File: config.mk
export PLATFORM = sky130hd
export DESIGN_NAME = dcm_lock_monitor
export DESIGN_NICKNAME = d
export VERILOG_FILES = /design/src/rtl/dcm_lock_monitor.sv
export SDC_FILE = /design/constraint.sdc
export NUM_CORES = 1
export LEC_CHECK = 0
export ABC_AREA = 1
export CORE_ASPECT_RATIO = 1.2
export CORE_MARGIN = 5
export CORE_UTILIZATION = 55
export CTS_CLUSTER_DIAMETER = 40
export DETAILED_ROUTE_END_ITERATION = 7
export PLACE_DENSITY = 0.91
export SYNTH_ARGS = -nofsm -noshare
export SYNTH_HDL_FRONTEND = slang
export SYNTH_SLANG_ARGS = --single-unit
File: constraint.sdc
create_clock -name BUS_CLK -period 1.96 [get_ports BUS_CLK]
set_input_delay 0.294 -clock BUS_CLK [delete_from_list [all_inputs] [get_ports BUS_CLK]]
set_output_delay 0.294 -clock BUS_CLK [all_outputs]
set_load 0.05 [all_outputs]
File: src/rtl/dcm_lock_monitor.sv
// dcm_lock_monitor: supervises a DCM's LOCKED/STATUS from BUS_CLK, sequences DCM_RST and SYS_RST.
// Optional: define DCM_STATUS_CHECK_EN to treat STATUS[1] (CLKIN stopped) / STATUS[2] (CLKFX stopped) as loss.
module dcm_lock_monitor #(
  parameter int RST_PULSE_CYCLES = 4,
  parameter int LOCK_TIMEOUT     = 65536,
  parameter int HOLDOFF_CYCLES   = 1024,
  parameter int MAX_RETRIES      = 7
) (
  input  logic        BUS_CLK,
  input  logic        BUS_RST,
  input  logic        DCM_LOCKED,
  input  logic [7:0]  DCM_STATUS,
  input  logic        USER_RST,
  output logic        DCM_RST,
  output logic        SYS_RST,
  output logic        READY,
  output logic        FAIL,
  output logic [7:0]  RETRY_CNT,
  output logic [15:0] LOSS_CNT
);

  localparam int PULSE_W = (RST_PULSE_CYCLES > 1) ? $clog2(RST_PULSE_CYCLES) : 1;
  localparam int WAIT_W  = (LOCK_TIMEOUT > 1)     ? $clog2(LOCK_TIMEOUT)     : 1;
  localparam int HOLD_W  = (HOLDOFF_CYCLES > 1)   ? $clog2(HOLDOFF_CYCLES)   : 1;

  localparam logic [PULSE_W-1:0] PULSE_LAST = PULSE_W'(RST_PULSE_CYCLES - 1);
  localparam logic [WAIT_W-1:0]  WAIT_LAST  = WAIT_W'(LOCK_TIMEOUT - 1);
  localparam logic [HOLD_W-1:0]  HOLD_LAST  = HOLD_W'(HOLDOFF_CYCLES - 1);

  typedef enum logic [2:0] {
    ST_RESET_DCM,
    ST_WAIT_LOCK,
    ST_HOLDOFF,
    ST_RUN,
    ST_FAILED
  } state_e;

  // Synchronisers: DCM outputs are asynchronous to BUS_CLK
  logic lock_meta_q, lock_s_q;
  logic loss;

`ifdef DCM_STATUS_CHECK_EN
  logic [1:0] status_meta_q, status_s_q;
  logic       unused_status;

  assign unused_status = ^{DCM_STATUS[7:3], DCM_STATUS[0]};
  assign loss          = !lock_s_q || (|status_s_q);

  always_ff @(posedge BUS_CLK or posedge BUS_RST) begin
    if (BUS_RST) begin
      status_meta_q <= '0;
      status_s_q    <= '0;
    end else begin
      status_meta_q <= DCM_STATUS[2:1];
      status_s_q    <= status_meta_q;
    end
  end
`else
  logic unused_status;

  assign unused_status = ^DCM_STATUS;
  assign loss          = !lock_s_q;
`endif

  always_ff @(posedge BUS_CLK or posedge BUS_RST) begin
    if (BUS_RST) begin
      lock_meta_q <= 1'b0;
      lock_s_q    <= 1'b0;
    end else begin
      // NOTE: non-blocking so both stages sample their old values on the same edge.
      lock_meta_q <= DCM_LOCKED;
      lock_s_q    <= lock_meta_q;
    end
  end

  state_e              state_q, state_d;
  logic [PULSE_W-1:0]  pulse_cnt_q, pulse_cnt_d;
  logic [WAIT_W-1:0]   wait_cnt_q, wait_cnt_d;
  logic [HOLD_W-1:0]   hold_cnt_q, hold_cnt_d;
  logic [7:0]          retry_cnt_q, retry_cnt_d;
  logic [15:0]         loss_cnt_q, loss_cnt_d;
  logic                dcm_rst_q, dcm_rst_d;
  logic                sys_rst_q, sys_rst_d;
  logic                ready_q, ready_d;
  logic                fail_q, fail_d;

  logic [7:0] retry_inc;
  logic       retry_exhausted;

  assign retry_inc       = (retry_cnt_q == 8'hFF) ? 8'hFF : retry_cnt_q + 8'd1;
  assign retry_exhausted = (MAX_RETRIES != 0) && (int'(retry_inc) >= MAX_RETRIES);

  always_comb begin
    // NOTE: every target gets a default first so no path can leave a latch behind.
    state_d     = state_q;
    pulse_cnt_d = pulse_cnt_q;
    wait_cnt_d  = wait_cnt_q;
    hold_cnt_d  = hold_cnt_q;
    retry_cnt_d = retry_cnt_q;
    loss_cnt_d  = loss_cnt_q;

    if (USER_RST) begin
      state_d     = ST_RESET_DCM;
      retry_cnt_d = '0;
    end else begin
      unique case (state_q)
        ST_RESET_DCM: begin
          if (pulse_cnt_q == PULSE_LAST) state_d = ST_WAIT_LOCK;
          else                           pulse_cnt_d = pulse_cnt_q + 1'b1;
        end
        ST_WAIT_LOCK: begin
          // Lock takes priority over a timeout landing on the same cycle
          if (lock_s_q) begin
            state_d = ST_HOLDOFF;
          end else if (wait_cnt_q == WAIT_LAST) begin
            retry_cnt_d = retry_inc;
            state_d     = retry_exhausted ? ST_FAILED : ST_RESET_DCM;
          end else begin
            wait_cnt_d = wait_cnt_q + 1'b1;
          end
        end
        ST_HOLDOFF: begin
          if (loss) begin
            retry_cnt_d = retry_inc;
            state_d     = retry_exhausted ? ST_FAILED : ST_RESET_DCM;
          end else if (hold_cnt_q == HOLD_LAST) begin
            state_d     = ST_RUN;
            retry_cnt_d = '0;
          end else begin
            hold_cnt_d = hold_cnt_q + 1'b1;
          end
        end
        ST_RUN: begin
          if (loss) begin
            state_d    = ST_RESET_DCM;
            loss_cnt_d = (loss_cnt_q == 16'hFFFF) ? 16'hFFFF : loss_cnt_q + 16'd1;
          end
        end
        ST_FAILED: ;
        default: state_d = ST_RESET_DCM;
      endcase
    end

    // Every state entry (including a USER_RST restart) starts all timers from zero
    if (USER_RST || (state_d != state_q)) begin
      pulse_cnt_d = '0;
      wait_cnt_d  = '0;
      hold_cnt_d  = '0;
    end

    dcm_rst_d = (state_d == ST_RESET_DCM);
    sys_rst_d = (state_d != ST_RUN);
    ready_d   = (state_d == ST_RUN);
    fail_d    = (state_d == ST_FAILED);
  end

  always_ff @(posedge BUS_CLK or posedge BUS_RST) begin
    if (BUS_RST) begin
      // NOTE: every register, counters included, has a defined reset value; nothing relies on power-up state.
      state_q     <= ST_RESET_DCM;
      pulse_cnt_q <= '0;
      wait_cnt_q  <= '0;
      hold_cnt_q  <= '0;
      retry_cnt_q <= '0;
      loss_cnt_q  <= '0;
      dcm_rst_q   <= 1'b1;
      sys_rst_q   <= 1'b1;
      ready_q     <= 1'b0;
      fail_q      <= 1'b0;
    end else begin
      state_q     <= state_d;
      pulse_cnt_q <= pulse_cnt_d;
      wait_cnt_q  <= wait_cnt_d;
      hold_cnt_q  <= hold_cnt_d;
      retry_cnt_q <= retry_cnt_d;
      loss_cnt_q  <= loss_cnt_d;
      dcm_rst_q   <= dcm_rst_d;
      sys_rst_q   <= sys_rst_d;
      ready_q     <= ready_d;
      fail_q      <= fail_d;
    end
  end

  assign DCM_RST   = dcm_rst_q;
  assign SYS_RST   = sys_rst_q;
  assign READY     = ready_q;
  assign FAIL      = fail_q;
  assign RETRY_CNT = retry_cnt_q;
  assign LOSS_CNT  = loss_cnt_q;

endmodule
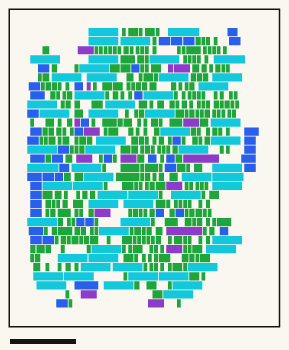
(images/class_map.png)
Bar = 20 um.
[remaining logic cells] green | cells: 362
[remaining buffers and delay cells] blue | cells: 47
[registers] cyan | cells: 61
[clock drivers and dummy loads] purple | cells: 16

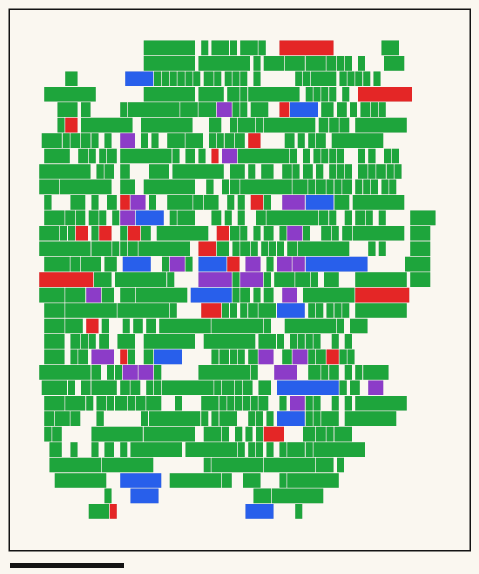
(images/sizing.png)
Bar = 20 um.
[x2] red | cells: 22 | share: 4.5%
[x6 and larger] blue | cells: 15 | share: 3.1%
[x3 and x4] purple | cells: 23 | share: 4.7%
[x1 and smaller] green | cells: 426 | share: 88%

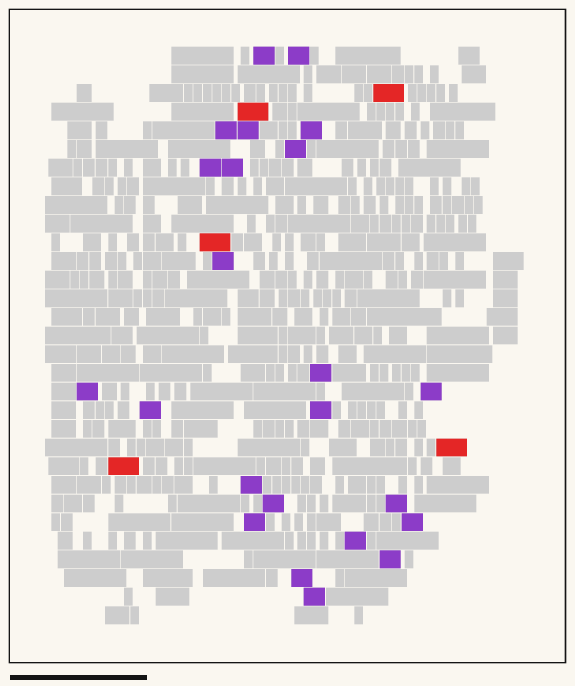
(images/gates.png)
Bar = 20 um.
[xor and xnor cells] purple | cells: 23
[fa/ha/maj cells] red | cells: 5

==> CHANGELOG.md <==
### Physical design

* Largest class: combinational gates
* Hold slack at 0.316 ns
* CTS Root Cell: clkbuf_8
* HP Class: input port to async pin
* DRC at 0
* Crit path cell chain: ha_1 -> nand3_1 -> nor3_2 -> nand3_1 -> nand2_4 -> nand2_1 -> nand2_1 -> nand2_2 -> nand2_4 -> nor2_1
* TNS Setup at 0 ns
* Clock buf count at 12
* AO/OA Area Share at 6.49%
* RR Startpoint: wait_cnt_q[1]$_DFFE_PP0P_
* DIE HEIGHT at 95.1 um
* Critical Path RT at 2.19 ns
* Fill cell count at 471
* H-Tree Depth at 3
* Flop area at 1530 um^2
* Register area share after synthesis at 46.1%
* WL met1 at 3170 um
* Comb power frac at 11.2%
* Top-area cell share at 44.5%
* Logic family by area: simple AND/OR/NAND/NOR gates
* Post-detailed-route via-to-cell ratio at 5.35
* Crit path time final at 1.95 ns
* Mux frac, synth at 0.302%
* Later-pin clock latency in the skew report at 0.35 ns
* Post-synth ARST share at 100%
* CP Depth at 10
* Skew final at 0.00492 ns
* CTS tree: done
* Yosys adder share at 1.89%
* CTS resizes at 2
* Crit path kind: flip-flop to flip-flop
* Non-Clock Inverter Count at 52
* Flop pwr share at 45.3%
* Clock group power at 1.27 mW
* # hold bufs at CTS at 0
* Slew headroom at 65.3%
* Initial drt markers at 172
* Placed Area at 3830 um^2
* Data arrival, critical path at 2.18 ns
* Comb gates at 310
* Routed Antenna Nets at 0
* Vias at 3041
* CP Max Fanout at 14
* Crit path from: wait_cnt_q[1]$_DFFE_PP0P_
* Layout cells sized above 1 at 12.3%
* Initial antenna violation count at 0
* Routability cong. at 0.920
* IO Port Bufs at 31
* Most frequent cell after synthesis: nand2_1
* Worst Setup EP: hold_cnt_q[9]$_DFFE_PP0P_
* Tool warnings at 34
* # Cells Yosys at 425
* Area fraction in and, or, nand and nor cells at 32.3%
* Cell Rows at 31
* Top cells excl fill/tap: 97 x nand2_1, 67 x nor2_1, 57 x dfrtp_1
* Slowest cell on the critical path: dfrtp_1
* Number of global-route vias before repair at 2881
* Hpwl dp at 5260 um
* Floorplan Nets at 442
* Top Consumer: sequential cells
* Synth top cells by count: 98 x nand2_1, 69 x nor2_1, 59 x dfrtp_1
* Core Util, Final at 69.4%
* Main synth FF type: dfrtp_1
* Uppermost routed layer: met4
* Cts bufs inserted at 9
* Logic area at 1600 um^2
* Detail Route met2 WL at 4030 um
* Pint at 2.18 mW
* Clk buf depth at 2
* Switching portion of total power at 25.3%
* Syn Inst Count at 425
* Post-layout period usage at 99.4%
* Post-route setup slack at 0.0113 ns
* # setup viols final at 0
* Final Hold Vio Count at 0
* Total wire length at 7830 um
* Cell area after synthesis at 3320 um^2
* Wire length per cell at 13.8 um
* Clk pwr share at 43.5%
* Metal3 WL at 461 um
* Area leader, netlist: dfrtp_1
* Core Area at 5930 um^2
* Delay of the slowest critical-path stage at 0.38 ns
* Status: finished clean
* VDD IR max at 575 uV
* Pwr per Cell Area at 710 nW/um^2
* P_sw at 0.740 mW
* Num Clock Sinks at 61
* Post-placement setup slack at 0.00504 ns
* First-pass detailed-route iteration total at 5
* Power after layout at 2.92 mW
* Xor+xnor area frac at 6.07%
* Chip Area at 7690 um^2
* Reg-to-Reg End: hold_cnt_q[9]$_DFFE_PP0P_
* Non-CTS buffers at 47
* Most frequent logic cell in the layout: nand2_1
* Tap cell count at 82
* Synthesis area per yosys at 3320 um^2
* Cell area leaders: dfrtp_1 45%, nand2_1 11%, nor2_1 7.8%
* Power in sequential cells at 1.32 mW
* Core Util at FP at 55.9%
* Reg2Reg Setup Slack at 0.01 ns
* Final instance count without filler cells at 568
* LEAKAGE at 1.98 nW
* Unique cell types at 32
* Combinational gate power at 0.329 mW
* First-pass GRT wire length at 12900 um
* P&R area growth vs syn at 24.1%
* Syn. warnings at 0
* Seq/total area at 37.2%
* Worst R2R Path Depth at 10
* Clock-pin slew on the worst setup and hold paths at 0.07 ns
* Synth flops at 61
* Fin. max-slew vios at 0
* Largest net degree at the start of global routing at 62
* N_diodes at 0
* Clock-cell share at 5.47%
* Comb area share at 38.8%
* Global route total overflow at 0
* Worst-margin pin slew at 0.518 ns
* F_max at 513 MHz
* Layout Nets at 498
* GRT Total Usage at 21.8%
* Synth Area per Inst at 7.80 um^2
* X dimension of the die at 80.9 um
* Fin area at 4120 um^2
* Final-layout non-clock buffer area share at 11.1%
* Placed Cells at 550
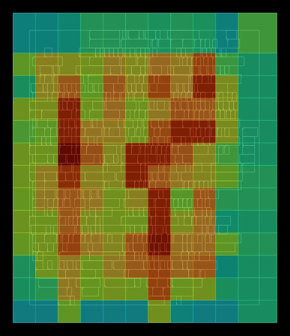
(images/congestion_map.png)
Top Usage Layer GRT: met2
met1 global-route usage: 26.4%
met2 Resource Use GR: 36.6%
met3 Usage GRT: 5.01%

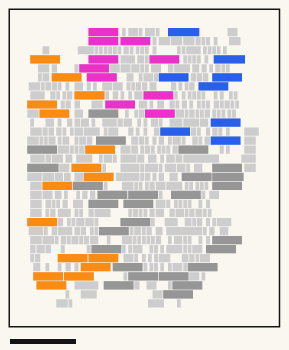
(images/ff_map.png)
Bar = 20 um. Other sequential cells in the stronger gray, the rest of the logic in the fainter gray.
[LOSS_CNT] orange | sequential cells: 16
[RETRY_CNT] blue | sequential cells: 8 | where: north-east
[hold_cnt_q] magenta | sequential cells: 10
not colored: 27

Power figures rest on the tool's default switching activity, not on a simulated workload.
